===== src/rtl/clk_ctrl_pkg.sv =====
// Shared types and constants for the run/halt/single-step clock controller.
package clk_ctrl_pkg;

  typedef enum logic [1:0] {
    HALT = 2'd0,
    RUN  = 2'd1,
    STEP = 2'd2
  } ctrl_state_t;

  localparam int DIV_DEFAULT = 5;

endpackage


===== src/rtl/step_debouncer.sv =====
// Step button conditioner: 2-flop synchronizer, stability counter and rising-edge detect.
// Only instantiated when STEP_DEBOUNCE_EN is defined.
module step_debouncer #(
  parameter int STABLE_CYCLES = 16
) (
  input  logic i_clk,
  input  logic i_rst_n,
  input  logic i_raw,
  output logic o_rise
);

  localparam int CW = $clog2(STABLE_CYCLES + 1);

  logic [1:0]    r_sync;
  logic          r_stable;
  logic [CW-1:0] r_cnt;
  logic          w_accept;

  assign w_accept = (r_sync[1] != r_stable) && (r_cnt == CW'(STABLE_CYCLES - 1));
  assign o_rise   = w_accept && r_sync[1];

  always_ff @(posedge i_clk or negedge i_rst_n) begin
    if (!i_rst_n) begin
      r_sync <= 2'b00;
    end else begin
      r_sync <= {r_sync[0], i_raw};
    end
  end

  // Any cycle agreeing with the accepted level restarts the stability window.
  always_ff @(posedge i_clk or negedge i_rst_n) begin
    if (!i_rst_n) begin
      r_stable <= 1'b0;
      r_cnt    <= '0;
    end else if (r_sync[1] == r_stable) begin
      r_cnt <= '0;
    end else if (w_accept) begin
      r_stable <= r_sync[1];
      r_cnt    <= '0;
    end else begin
      r_cnt <= r_cnt + CW'(1);
    end
  end

endmodule


===== src/rtl/clock_step_controller.sv =====
// Run/halt/single-step controller producing the CPU clock-enable strobe.
// Define STEP_DEBOUNCE_EN to synchronize and debounce the raw step button.
module clock_step_controller
  import clk_ctrl_pkg::*;
#(
  parameter int DIV_W           = 28,
  parameter int DIV_DEFAULT     = clk_ctrl_pkg::DIV_DEFAULT,
  parameter int CYC_W           = 32,
  parameter int DEBOUNCE_CYCLES = 16
) (
  input  logic             in_clock,
  input  logic             reset_n,
  input  logic             run_req,
  input  logic             step_req,
  input  logic             halt_req,
  input  logic             div_load,
  input  logic [DIV_W-1:0] div_value,
  output logic             tick_en,
  output logic             running,
  output logic             halted,
  output logic [CYC_W-1:0] tick_count,
  output logic [DIV_W-1:0] div_active
);

  ctrl_state_t      r_state;
  ctrl_state_t      w_next;
  logic [DIV_W-1:0] r_cnt;
  logic [DIV_W-1:0] r_div;
  logic [CYC_W-1:0] r_tick_count;
  logic             r_tick_en;
  logic             r_running;
  logic             r_halted;
  logic             w_step_edge;
  logic             w_terminal;
  logic             w_tick_next;
  logic             w_running_next;
  logic             w_halted_next;

`ifdef STEP_DEBOUNCE_EN
  step_debouncer #(
    .STABLE_CYCLES(DEBOUNCE_CYCLES)
  ) u_step_debouncer (
    .i_clk  (in_clock),
    .i_rst_n(reset_n),
    .i_raw  (step_req),
    .o_rise (w_step_edge)
  );
`else
  logic r_step_q;
  logic w_unused;

  assign w_unused    = (DEBOUNCE_CYCLES != 0);
  assign w_step_edge = step_req & ~r_step_q;

  always_ff @(posedge in_clock or negedge reset_n) begin
    if (!reset_n) begin
      r_step_q <= 1'b0;
    end else begin
      r_step_q <= step_req;
    end
  end
`endif

  assign w_terminal = (r_cnt == r_div - DIV_W'(1));

  always_ff @(posedge in_clock or negedge reset_n) begin
    if (!reset_n) begin
      r_state   <= HALT;
      r_tick_en <= 1'b0;
      r_running <= 1'b0;
      r_halted  <= 1'b1;
    end else begin
      r_state   <= w_next;
      r_tick_en <= w_tick_next;
      r_running <= w_running_next;
      r_halted  <= w_halted_next;
    end
  end

  // A step edge in HALT outranks run_req; halt/run-drop outranks a terminal count.
  always_comb begin
    w_next = r_state;
    case (r_state)
      HALT: begin
        if (w_step_edge) begin
          w_next = STEP;
        end else if (run_req && !halt_req) begin
          w_next = RUN;
        end
      end
      RUN: begin
        if (!run_req || halt_req) begin
          w_next = HALT;
        end
      end
      STEP:    w_next = HALT;
      default: w_next = HALT;
    endcase
  end

  always_comb begin
    w_tick_next    = (w_next == STEP) || ((r_state == RUN) && (w_next == RUN) && w_terminal);
    w_running_next = (w_next == RUN);
    w_halted_next  = (w_next == HALT);
  end

  always_ff @(posedge in_clock or negedge reset_n) begin
    if (!reset_n) begin
      r_cnt <= '0;
    end else if ((r_state == RUN) && (w_next == RUN)) begin
      r_cnt <= w_terminal ? '0 : r_cnt + DIV_W'(1);
    end else begin
      r_cnt <= '0;
    end
  end

  // Divisors of 0 and 1 both mean a strobe every cycle.
  always_ff @(posedge in_clock or negedge reset_n) begin
    if (!reset_n) begin
      r_div <= DIV_W'(DIV_DEFAULT);
    end else if ((r_state == HALT) && div_load) begin
      r_div <= (div_value <= DIV_W'(1)) ? DIV_W'(1) : div_value;
    end
  end

  always_ff @(posedge in_clock or negedge reset_n) begin
    if (!reset_n) begin
      r_tick_count <= '0;
    end else if (w_tick_next) begin
      r_tick_count <= r_tick_count + CYC_W'(1);
    end
  end

  assign tick_en    = r_tick_en;
  assign running    = r_running;
  assign halted     = r_halted;
  assign tick_count = r_tick_count;
  assign div_active = r_div;

endmodule


===== config.mk =====
export PLATFORM = sky130hd
export DESIGN_NAME = clock_step_controller
export DESIGN_NICKNAME = d
export VERILOG_FILES = /design/src/rtl/clk_ctrl_pkg.sv /design/src/rtl/step_debouncer.sv /design/src/rtl/clock_step_controller.sv
export SDC_FILE = /design/constraint.sdc
export NUM_CORES = 1
export LEC_CHECK = 0
export CAP_MARGIN = 40
export CELL_PAD_IN_SITES_DETAIL_PLACEMENT = 1
export CELL_PAD_IN_SITES_GLOBAL_PLACEMENT = 1
export CORE_ASPECT_RATIO = 1.2
export CORE_MARGIN = 2
export CORE_UTILIZATION = 40
export CTS_CLUSTER_DIAMETER = 50
export CTS_CLUSTER_SIZE = 40
export DETAILED_ROUTE_END_ITERATION = 12
export PLACE_DENSITY_LB_ADDON = 0.08
export SYNTH_ARGS = -nofsm -noshare
export SYNTH_HDL_FRONTEND = slang
export SYNTH_SLANG_ARGS = --single-unit

===== constraint.sdc =====
create_clock -name in_clock -period 4.8 [get_ports in_clock]
set_clock_uncertainty 0.1 [all_clocks]
set_input_delay 0.72 -clock in_clock [delete_from_list [all_inputs] [get_ports in_clock]]
set_output_delay 0.72 -clock in_clock [all_outputs]
set_load 0.02 [all_outputs]

==> ci_impl_report.md <==
## Implementation flow summary

| Metric | Value |
|---|---|
| Status | completed |
| Simple-gate share of the synthesized area | 23.4% |
| Drt pass-1 iters | 4 |
| Met2 Use GR | 38.2% |
| Worst slew margin | 39.4% |
| Combinational power share | 23.4% |
| Top cell excl fill/tap | clkdlybuf4s50_1 |
| Max cap viols | 0 |
| Max stage delay on crit path | 660 ps |
| Mean number of vias per cell | 5.63 |
| Fin nets | 640 |
| Mapped Cells | 504 |
| Yosys synthesis chip area | 5110 um2 |
| Die Y | 128 um |
| Dpl ws | 634 ps |
| Cell family with most CP delay | simple AND/OR/NAND/NOR gates |
| Top post-synthesis cells by count | dfrtp_1, xnor2_1, nor2_1 |
| Fillers | 1,397 |
| Chip area | 13,700 um2 |
| Routability Congestion | 0.842 |
| Post-synth ARST share | 100% |
| FF+latch count, synth | 94 |
| Crit path time final | 4200 ps |
| Crit Path Class | flip-flop to flip-flop |
| Net Sw Power | 673 uW |
| I/O Pins | 97 |
| Seq pwr share | 45.0% |
| Main synth FF type | dfrtp_1 |
| Pin count of the biggest net entering global routing | 59 |
| Congestion Overflow GR | 0 |
| Root Driver | clkbuf_16 |
| Worst path bufs/invs | 1 |
| Fa+ha+maj area frac | 0.735% |
| Number of global-route vias before repair | 4,623 |
| Port-buffer cells | 96 |
| Power Internal | 1.49 mW |
| Register share after synthesis | 46.1% |
| CP required | 4930 ps |
| Met1 Resource Use GR | 27.7% |
| Most frequent cells in the layout | clkdlybuf4s50_1, dfrtp_1, xnor2_1 |
| Slew Limit Fails | 0 |
| Init Core Util | 40.7% |
| Unique masters post-synth | 48 |
| Initial antenna violation count | 0 |
| Top non-seq family | simple AND/OR/NAND/NOR gates |
| EDFF count, synth | 0 |
| Top-count cell post-synth | dfrtp_1 |
layout make-up:
cell class              instances  area (um2)  share of cell area, %
well taps                     164         205                   3.13
clock inverters                 2        17.5                  0.267
flip-flops and latches         94        2360                   35.9
multi-input cells             381        2620                   39.9
repair buffers                106        1060                   16.1
inverters                      11        41.3                  0.629
clock buffers                  14         264                   4.02
per-layer routing:
| metal | vias to the layer above | part of all wire, % |
|---|---|---|
| li1 | 2023 | - |
| met1 | 2188 | 43 |
| met2 | 109 | 50 |
| met3 | 23 | 4.8 |
| met4 | 0 | 2.5 |
| met5 | - | 0 |
per-stage QoR:
stage | total power [mW] | std cells | instance area (um2) | utilization [%] | hold WS [ps]
final | 2.16 | 772 | 6560 | 52.3 | 341
after global routing | 2.27 | 772 | 6560 | 52.3 | 391
after detailed placement | 1.49 | 756 | 6280 | 50.0 | 375
after CTS | 2.19 | 772 | 6560 | 52.3 | 365
after floorplan | 1.23 | 504 | 5110 | - | 324
after global placement | 1.48 | 756 | 6280 | 50.0 | 373
registers in the layout, summed over array words and instances (netlist names):
signal / count
div_active: 28
running: 1
r_step_q: 1
r_state: 2
r_cnt: 28
tick_count: 32
tick_en: 1
halted: 1
path summary, 6_finish.rpt:
| kind | start | endpoint | slack (ps) | cells past startpoint |
|---|---|---|---|---|
| worst max-delay path | div_active[8] | tick_count[6] | 600 | 10 |
| worst min-delay path | reset_n | div_active[6] | 340 | 1 |
| worst max register to register | div_active[8] | tick_count[6] | 600 | 10 |
| worst min register to register | tick_count[31] | tick_count[31] | 380 | 1 |
| max in group asynchronous | reset_n | r_cnt[9] | 3260 | 2 |
| min in group in_clock | tick_count[31] | tick_count[31] | 380 | 1 |
kinds of logic after synthesis:
logic type,count (synthesis)
compound gates,48
xor+xnor,87
fa+ha+maj,3
buf+inv,29
flops,94
mux,24
simple gates,219
placement_by_type.png
Fill, decap, tap and diode cells in gray.
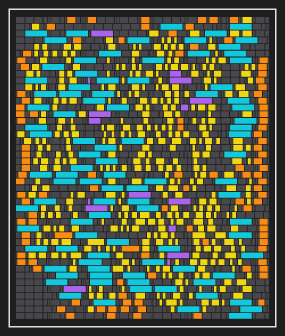
Key: orange = remaining buffers and delay cells [cells 106]; purple = clock drivers and dummy loads [cells 16]; yellow = combinational and other logic [cells 392]; cyan = sequential cells [cells 94]
Core Util, Final: 52.3%
fin area: 6560 um2
flop share of the area: 35.9%
FP Rows: 45

sizes.png
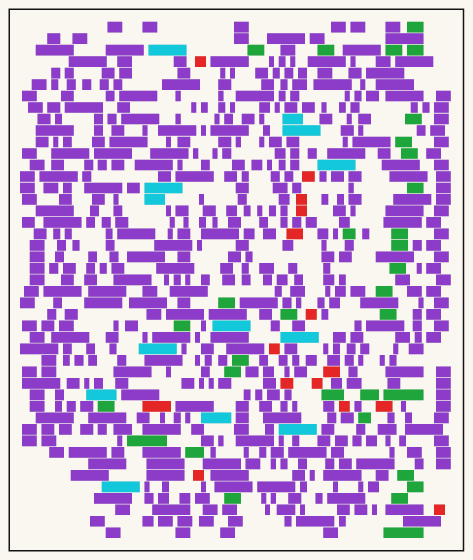
Key: cyan = _6 and larger [cells 13, most used clkbuf_16]; green = _2 cells [cells 32, most used mux2_2]; purple = _0 and _1 cells [cells 548, most used clkdlybuf4s50_1]; red = _3 and _4 cells [cells 15, most used buf_4]
Area growth, synth to finish: 28.5%
PnR worst setup slack: 603 ps
Non-clk bufs: 106

Power figures rest on the tool's default switching activity, not on a simulated workload.
